$ cat src/rtl/mpu_window_capture.sv
// Motion-onset window capture: detects onset on the sample stream, captures N_SAMPLES samples,
// then presents them on `mpu` with `mov` held. Define MPU_TIMEOUT_EN to enable the capture timeout.
module mpu_window_capture #(
    parameter int          N_SAMPLES       = 30,
    parameter int          SAMPLE_W        = 32,
    parameter int unsigned MOV_THRESH      = 1000,
    parameter int          HOLD_CYCLES     = 3,
    parameter int          COOLDOWN_CYCLES = 16,
    parameter int          TIMEOUT_CYCLES  = 1000000
) (
    input  logic                            clk,
    input  logic                            reset,
    input  logic                            sample_valid,
    input  logic signed [SAMPLE_W-1:0]      sample_data,
    input  logic [4:0]                      ldr_in,
    output logic [N_SAMPLES*SAMPLE_W-1:0]   mpu,
    output logic [4:0]                      ldr_out,
    output logic                            mov,
    output logic                            busy,
    output logic                            drop,
    output logic                            abort
);
    localparam int CNT_W  = (N_SAMPLES > 1) ? $clog2(N_SAMPLES) : 1;
    localparam int HOLD_W = (HOLD_CYCLES > 1) ? $clog2(HOLD_CYCLES) : 1;
    localparam int CD_W   = (COOLDOWN_CYCLES > 1) ? $clog2(COOLDOWN_CYCLES) : 1;
    localparam logic [CNT_W-1:0]  CNT_LAST  = CNT_W'(N_SAMPLES - 1);
    localparam logic [HOLD_W-1:0] HOLD_LAST = HOLD_W'(HOLD_CYCLES - 1);
    localparam logic [CD_W-1:0]   CD_LAST   = CD_W'(COOLDOWN_CYCLES - 1);
    localparam logic [SAMPLE_W:0] THRESH    = (SAMPLE_W+1)'(MOV_THRESH);

    typedef enum logic [1:0] {S_IDLE, S_CAPTURE, S_PRESENT, S_COOLDOWN} state_t;

    state_t                state_q, state_d;
    logic [CNT_W-1:0]      cnt_q, cnt_d;
    logic [HOLD_W-1:0]     hold_q, hold_d;
    logic [CD_W-1:0]       cd_q, cd_d;
    logic [SAMPLE_W-1:0]   slot_q [N_SAMPLES];
    logic [SAMPLE_W-1:0]   slot_d [N_SAMPLES];
    logic [SAMPLE_W-1:0]   ref_q, ref_d;
    logic                  ref_valid_q, ref_valid_d;
    logic [4:0]            ldr_q, ldr_d;
    logic                  mov_q, mov_d;
    logic                  busy_q, busy_d;
    logic                  drop_q, drop_d;
    logic [SAMPLE_W:0]     diff;
    logic [SAMPLE_W:0]     diff_mag;
    logic                  onset;

    // One extra bit keeps the difference of two extreme samples from wrapping.
    always_comb begin
        diff     = {sample_data[SAMPLE_W-1], sample_data} - {ref_q[SAMPLE_W-1], ref_q};
        diff_mag = diff[SAMPLE_W] ? (~diff + 1'b1) : diff;
        onset    = ref_valid_q && (diff_mag > THRESH);
    end

`ifdef MPU_TIMEOUT_EN
    localparam int TO_W = (TIMEOUT_CYCLES > 1) ? $clog2(TIMEOUT_CYCLES) : 1;
    localparam logic [TO_W-1:0] TO_LAST = TO_W'(TIMEOUT_CYCLES - 1);
    logic [TO_W-1:0] to_q, to_d;
    logic            abort_q, abort_d;
`endif

    always_comb begin
        state_d     = state_q;
        cnt_d       = cnt_q;
        hold_d      = hold_q;
        cd_d        = cd_q;
        slot_d      = slot_q;
        ref_d       = ref_q;
        ref_valid_d = ref_valid_q;
        ldr_d       = ldr_q;
        mov_d       = mov_q;
        drop_d      = 1'b0;
`ifdef MPU_TIMEOUT_EN
        to_d        = to_q;
        abort_d     = 1'b0;
`endif
        // Every strobe refreshes the reference, including discarded ones.
        if (sample_valid) begin
            ref_d       = sample_data;
            ref_valid_d = 1'b1;
        end
        case (state_q)
            S_IDLE: begin
                if (sample_valid && onset) begin
                    slot_d[0] = sample_data;
`ifdef MPU_TIMEOUT_EN
                    to_d = '0;
`endif
                    if (N_SAMPLES == 1) begin
                        ldr_d   = ldr_in;
                        mov_d   = 1'b1;
                        hold_d  = '0;
                        state_d = S_PRESENT;
                    end else begin
                        cnt_d   = CNT_W'(1);
                        state_d = S_CAPTURE;
                    end
                end
            end
            S_CAPTURE: begin
                if (sample_valid) begin
                    slot_d[cnt_q] = sample_data;
`ifdef MPU_TIMEOUT_EN
                    to_d = '0;
`endif
                    if (cnt_q == CNT_LAST) begin
                        ldr_d   = ldr_in;
                        mov_d   = 1'b1;
                        hold_d  = '0;
                        cnt_d   = '0;
                        state_d = S_PRESENT;
                    end else begin
                        cnt_d = cnt_q + 1'b1;
                    end
                end
`ifdef MPU_TIMEOUT_EN
                else if (to_q == TO_LAST) begin
                    abort_d = 1'b1;
                    to_d    = '0;
                    cnt_d   = '0;
                    state_d = S_IDLE;
                end else begin
                    to_d = to_q + 1'b1;
                end
`endif
            end
            S_PRESENT: begin
                drop_d = sample_valid;
                if (hold_q == HOLD_LAST) begin
                    mov_d   = 1'b0;
                    cd_d    = '0;
                    state_d = (COOLDOWN_CYCLES == 0) ? S_IDLE : S_COOLDOWN;
                end else begin
                    hold_d = hold_q + 1'b1;
                end
            end
            default: begin
                drop_d = sample_valid;
                if (cd_q == CD_LAST) state_d = S_IDLE;
                else                 cd_d    = cd_q + 1'b1;
            end
        endcase
        busy_d = (state_d != S_IDLE);
    end

    always_ff @(posedge clk) begin
        if (!reset) begin
            state_q     <= S_IDLE;
            cnt_q       <= '0;
            hold_q      <= '0;
            cd_q        <= '0;
            slot_q      <= '{default: '0};
            ref_q       <= '0;
            ref_valid_q <= 1'b0;
            ldr_q       <= '0;
            mov_q       <= 1'b0;
            busy_q      <= 1'b0;
            drop_q      <= 1'b0;
        end else begin
            state_q     <= state_d;
            cnt_q       <= cnt_d;
            hold_q      <= hold_d;
            cd_q        <= cd_d;
            slot_q      <= slot_d;
            ref_q       <= ref_d;
            ref_valid_q <= ref_valid_d;
            ldr_q       <= ldr_d;
            mov_q       <= mov_d;
            busy_q      <= busy_d;
            drop_q      <= drop_d;
        end
    end

`ifdef MPU_TIMEOUT_EN
    always_ff @(posedge clk) begin
        if (!reset) begin
            to_q    <= '0;
            abort_q <= 1'b0;
        end else begin
            to_q    <= to_d;
            abort_q <= abort_d;
        end
    end
    assign abort = abort_q;
`else
    // Timeout length only matters when the timeout is built in.
    if (TIMEOUT_CYCLES < 1) begin : g_timeout_unused
    end
    assign abort = 1'b0;
`endif

    for (genvar gi = 0; gi < N_SAMPLES; gi++) begin : g_pack
        assign mpu[SAMPLE_W*gi +: SAMPLE_W] = slot_q[gi];
    end

    assign ldr_out = ldr_q;
    assign mov     = mov_q;
    assign busy    = busy_q;
    assign drop    = drop_q;
endmodule

$ cat config.mk
export PLATFORM = sky130hd
export DESIGN_NAME = mpu_window_capture
export DESIGN_NICKNAME = d
export VERILOG_FILES = /design/src/rtl/mpu_window_capture.sv
export SDC_FILE = /design/constraint.sdc
export NUM_CORES = 2
export LEC_CHECK = 0
export ABC_AREA = 1
export CORE_AREA = 2 2 391 393
export CTS_CLUSTER_SIZE = 40
export DETAILED_ROUTE_END_ITERATION = 8
export DIE_AREA = 0 0 393 395
export PLACE_DENSITY = 0.54
export SLEW_MARGIN = 20
export SYNTH_ARGS = -nofsm -noshare
export SYNTH_HDL_FRONTEND = slang
export SYNTH_SLANG_ARGS = --single-unit
$ cat constraint.sdc
create_clock -name clk -period 5.55 [get_ports clk]
set_clock_uncertainty 0.2 [all_clocks]
set_input_delay 0.555 -clock clk [delete_from_list [all_inputs] [get_ports clk]]
set_output_delay 0.555 -clock clk [all_outputs]
set_load 0.03 [all_outputs]
Figure 1. Signal wires by layer.
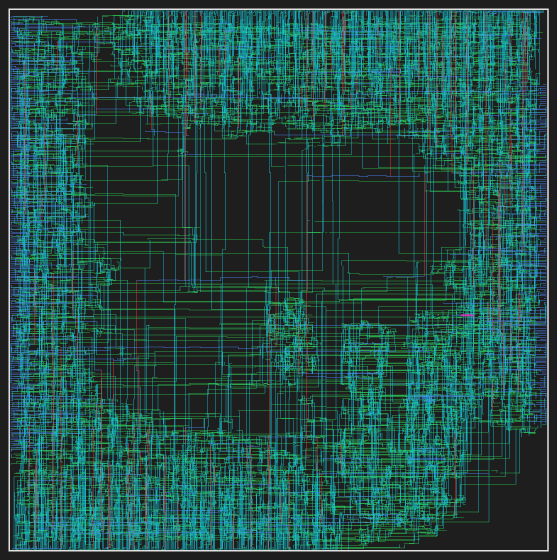
legend:
  red:
    layer: metal 4
    wire_length: 5940 microns
  green:
    layer: metal 1
    wire_length: 74.4 mm
  cyan:
    layer: metal 2
    wire_length: 85.9 mm
  magenta:
    layer: metal 5
    wire_length: 7.40 microns
  blue:
    layer: metal 3
    wire_length: 12700 microns
vias: 35400
routed wire length: 179000 microns
GRT Total Usage: 22.0%
drt wl/cell: 23.6 microns

Figure 2. Routed metal per tile.
The die is cut into 39 by 40 equal tiles; black is low, pale yellow is high, scaled to the fullest tile. Values are wire area over tile area, all layers added.
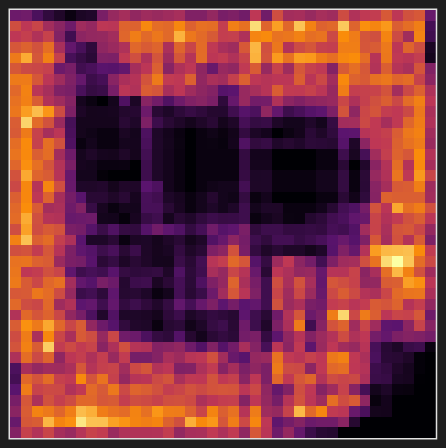
fullest tile: 0.50
mean over tiles: 0.19
tiles over half the peak: 36%
emptiest ninth of the die: middle
nearly empty tiles: 3.8%

==> GITHUB_STEP_SUMMARY <==
## Implementation flow summary

| Metric | Value |
|---|---|
| Status | finished clean |
| Critical Path RT | 5.95 ns |
| Number of global-route vias before repair | 33500 |
| Post-layout util | 35.1% |
| Core ar. | 0.151 sq mm |
| GRT overflow | 0 |
| GR Layer Usage met1 | 26.9% |
| Max transition margin | 30.7% |
| Ys Warns | 0 |
| Antenna cells | 6 |
| Nets | 5546 |
| Worst Path Arrival | 5.11 ns |
| Comb area leader | AND-OR/OR-AND gates |
| # Cells Yosys | 4668 |
| Finished Layout Cells | 7586 |
| Combinational share of cell area | 27.4% |
| Detailed Routing Iterations Pass 1 | 6 |
| Resized Gates After CTS | 0 |
| Flop count | 1014 |
| RSZ-0062 raised after global routing | false |
| Fin Hold WS | 0.119 ns |
| Final setup viols | 0 |
| P_sw | 4.40 mW |
| Pre-CTS WS | 0.135 ns |
| Setup TNS | 0 ns |
| Count of cell types in the netlist | 39 |
| Met3 Use GR | 5.44% |
| Tool Warnings | 48 |
| CP Max Fanout | 65 |
| Antenna violations before repair | 7 |
| Max frequency | 0.212 GHz |
| Worst setup margin | 0.833 ns |
| Area fraction in mux cells | 0% |
| Initial Util | 24.7% |
| Fin crit period | 4.72 ns |
| DRT antenna net count | 0 |
| Syn Nets | 4748 |
| Clock power frac | 45.6% |
| Via density | 4.66 |
| EDFF count, synth | 0 |
| Die height | 395 microns |
| Yosys chip area | 0.0374 sq mm |
| Xor/xnor share | 0.164% |
| Clk slew on worst S/H paths | 0.06 ns |
| Cells after synthesis | 4668 |
| Die width | 393 microns |
| Clk sink count | 1014 |
| Placed cells | 7378 |
| Largest net degree at the start of global routing | 188 |
| Tapcells | 2030 |
| Number of max-cap violations | 0 |
| Synth Flop Type | dfxtp_1 |
| First-pass GRT wire length | 248000 microns |
| IO Pins | 1009 |
| Gr busiest metal | met2 |
| CTS Buffer Depth | 3 |
| Bufs w/o clock | 1091 |
| Cell Int Power | 11.9 mW |
| LEAKAGE | 20.7 nW |
| Critical path type | in2reg |
| Post-DP HPWL | 123000 microns |
| Clk root buf | clkbuf_16 |
| #FFs+latches synth | 1014 |
| Met2 GRT Util | 37.3% |
| Cell Area, Synth | 0.0374 sq mm |
| Clock buf count | 166 |
| Row cnt | 143 |
| Pwr per Cell Area | 308 mW/mm^2 |
| #MultiIn Comb | 2947 |
| Sequential cell area | 0.0203 sq mm |
| Comb power frac | 9.3% |
| Flop share of the area | 38.3% |
| Non-clk invs | 300 |
| Crit share post-route | 85.0% |
| Post-CTS setup buffer count | 0 |
| # DRC | 0 |
| Syn-to-layout area delta | 42.0% |
| Non-clock buffer share | 20.4% |
| Layout cell share with drive strength beyond 1 | 6.32% |
| Fin. Hold Viols | 0 |
| Synth Area in Adders | 1.36% |
| Leading cell kind | sequential cells |
| I/O Buffers | 1007 |
| Combinational gate area | 0.0146 sq mm |
| Worst skew pair latency | 0.76 ns |
| Max VDD drop | 0.263 mV |
| Net Sw Frac | 26.9% |
| Worst Setup End Kind | flop |
| Basic Gates by Area | 10.2% |
| H-tree depth | 3 |
| Worst setup SP type | input port |
| Fin. max-slew vios | 0 |
| Post-synthesis async set-or-reset flop share | 0% |
| GP Congestion | 0.870 |
| Worst hold path class | in2reg |
| Measured slew at the worst slew-check pin | 1.04 ns |
| Cts-stage hold buffer count | 0 |
| Clock-cell share | 6.89% |
| CTS tree | yes |
| Chip area | 0.155 sq mm |
| TritonCTS buffer count | 112 |
| Aoi share | 26.6% |
| Filler instances | 15700 |
| Part of the power in registers | 45.1% |
| Synth Seq Share | 54.3% |
| Mean area per synthesized cell | 8.00 sq um |
| Drt initial violations | 2208 |
==> power groups by stage <==
stage / Combinational (mW) / Clock [mW] / Sequential, mW
2_1_floorplan: 0.837 / 0 / 7.58
3_3_place_gp: 1.54 / 0 / 7.52
3_5_place_dp: 1.53 / 0 / 7.52
4_1_cts: 1.53 / 7.63 / 7.36
5_1_grt: 1.66 / 7.92 / 7.36
6_report: 1.52 / 7.43 / 7.36
==> registers in the layout (all words and copies together), names as in the netlist, 2 cells and up <==
signal,count
ref_q,32
mpu,960
hold_q,2
ldr_out,5
cd_q,4
state_q,2
cnt_q,5
==> per-layer routing <==
| metal | routed length [microns] | vias up |
|---|---|---|
| li1 | - | 17300 |
| met1 | 74400 | 16800 |
| met3 | 12700 | 245 |
| met5 | 7 | - |
| met2 | 85900 | 1029 |
| met4 | 5940 | 2 |
==> Yosys cell counts (all sizes together) (3+ instances only) <==
library cell,count,area share [%]
dfxtp,1014,54
a21oi,992,13
o21ai,982,13
nand2,501,5.2
clkbuf,392,3.9
inv,298,3.0
nor2,263,2.7
nand3,110,1.6
ha,39,1.3
nand4,17,0.28
buf,15,0.33
nor3,12,0.16
xor2,7,0.16
nand3b,4,0.080
a211oi,3,0.060
nor3b,3,0.060
==> final timing paths <==
check / from / end / slack, ns / cells past startpoint
worst max-delay path: sample_data[0] / mpu[1]$_SDFFE_PN0P_ / 0.83 / 28
worst min-delay path: sample_valid / ref_valid_q$_SDFFE_PN0P_ / 0.12 / 3
worst max register to register: ref_q[0]$_SDFFE_PN0P_ / mpu[1]$_SDFFE_PN0P_ / 0.96 / 26
worst min register to register: ref_valid_q$_SDFFE_PN0P_ / ref_valid_q$_SDFFE_PN0P_ / 0.27 / 2
==> critical path, cell delays in order <==
cell and delay [ns]:
clkdlybuf4s50_1 0.48, inv_2 0.09, ha_1 0.24, fa_1 0.38, inv_1 0.11, nand3_1 0.12
nand2_1 0.15, nand2_1 0.10, nand2_2 0.10, nand2_1 0.11, nand2_2 0.12, nand3_2 0.09
nand3_2 0.13, nand2_4 0.16, inv_2 0.32, buf_4 0.31, nand2_1 0.12, nand2_1 0.08
xor2_1 0.15, clkinv_1 0.08, nor2_1 0.13, nand3_2 0.12, nand2_4 0.12, nand2_4 0.10
nand2_8 0.35, nand2_1 0.11, nand2_1 0.08, nor2_1 0.05
==> per-stage QoR <==
stage | total power [mW] | cell area (sq um)
after floorplan | 8.42 | 37400
after global placement | 9.06 | 49300
after global routing | 16.9 | 53000
after detailed placement | 9.05 | 49300
after CTS | 16.5 | 52900
final | 16.3 | 53000
==> layout by cell type, fill, tap and decap left out, types with 4 or more instances in the layout <==
master,synthesis,layout
nor2_2,10,10
buf_4,1,74
a21oi_1,992,992
nand3_2,9,9
nand2_1,488,488
clkdlybuf4s50_1,0,1005
nor2_1,252,223
bufinv_16,0,4
clkbuf_1,392,33
nand4_1,17,17
xor2_1,7,7
clkinv_16,0,6
nand3b_1,4,4
clkinv_2,0,15
diode_2,0,6
nand2_2,9,9
nor3_1,12,12
nor2_4,1,30
inv_1,292,259
inv_2,6,38
dfxtp_1,1014,1014
buf_12,0,9
ha_1,39,39
clkbuf_8,0,21
o21ai_0,981,981
nand3_1,101,101
clkbuf_16,0,112
Power is estimated from default activity; no workload was simulated.
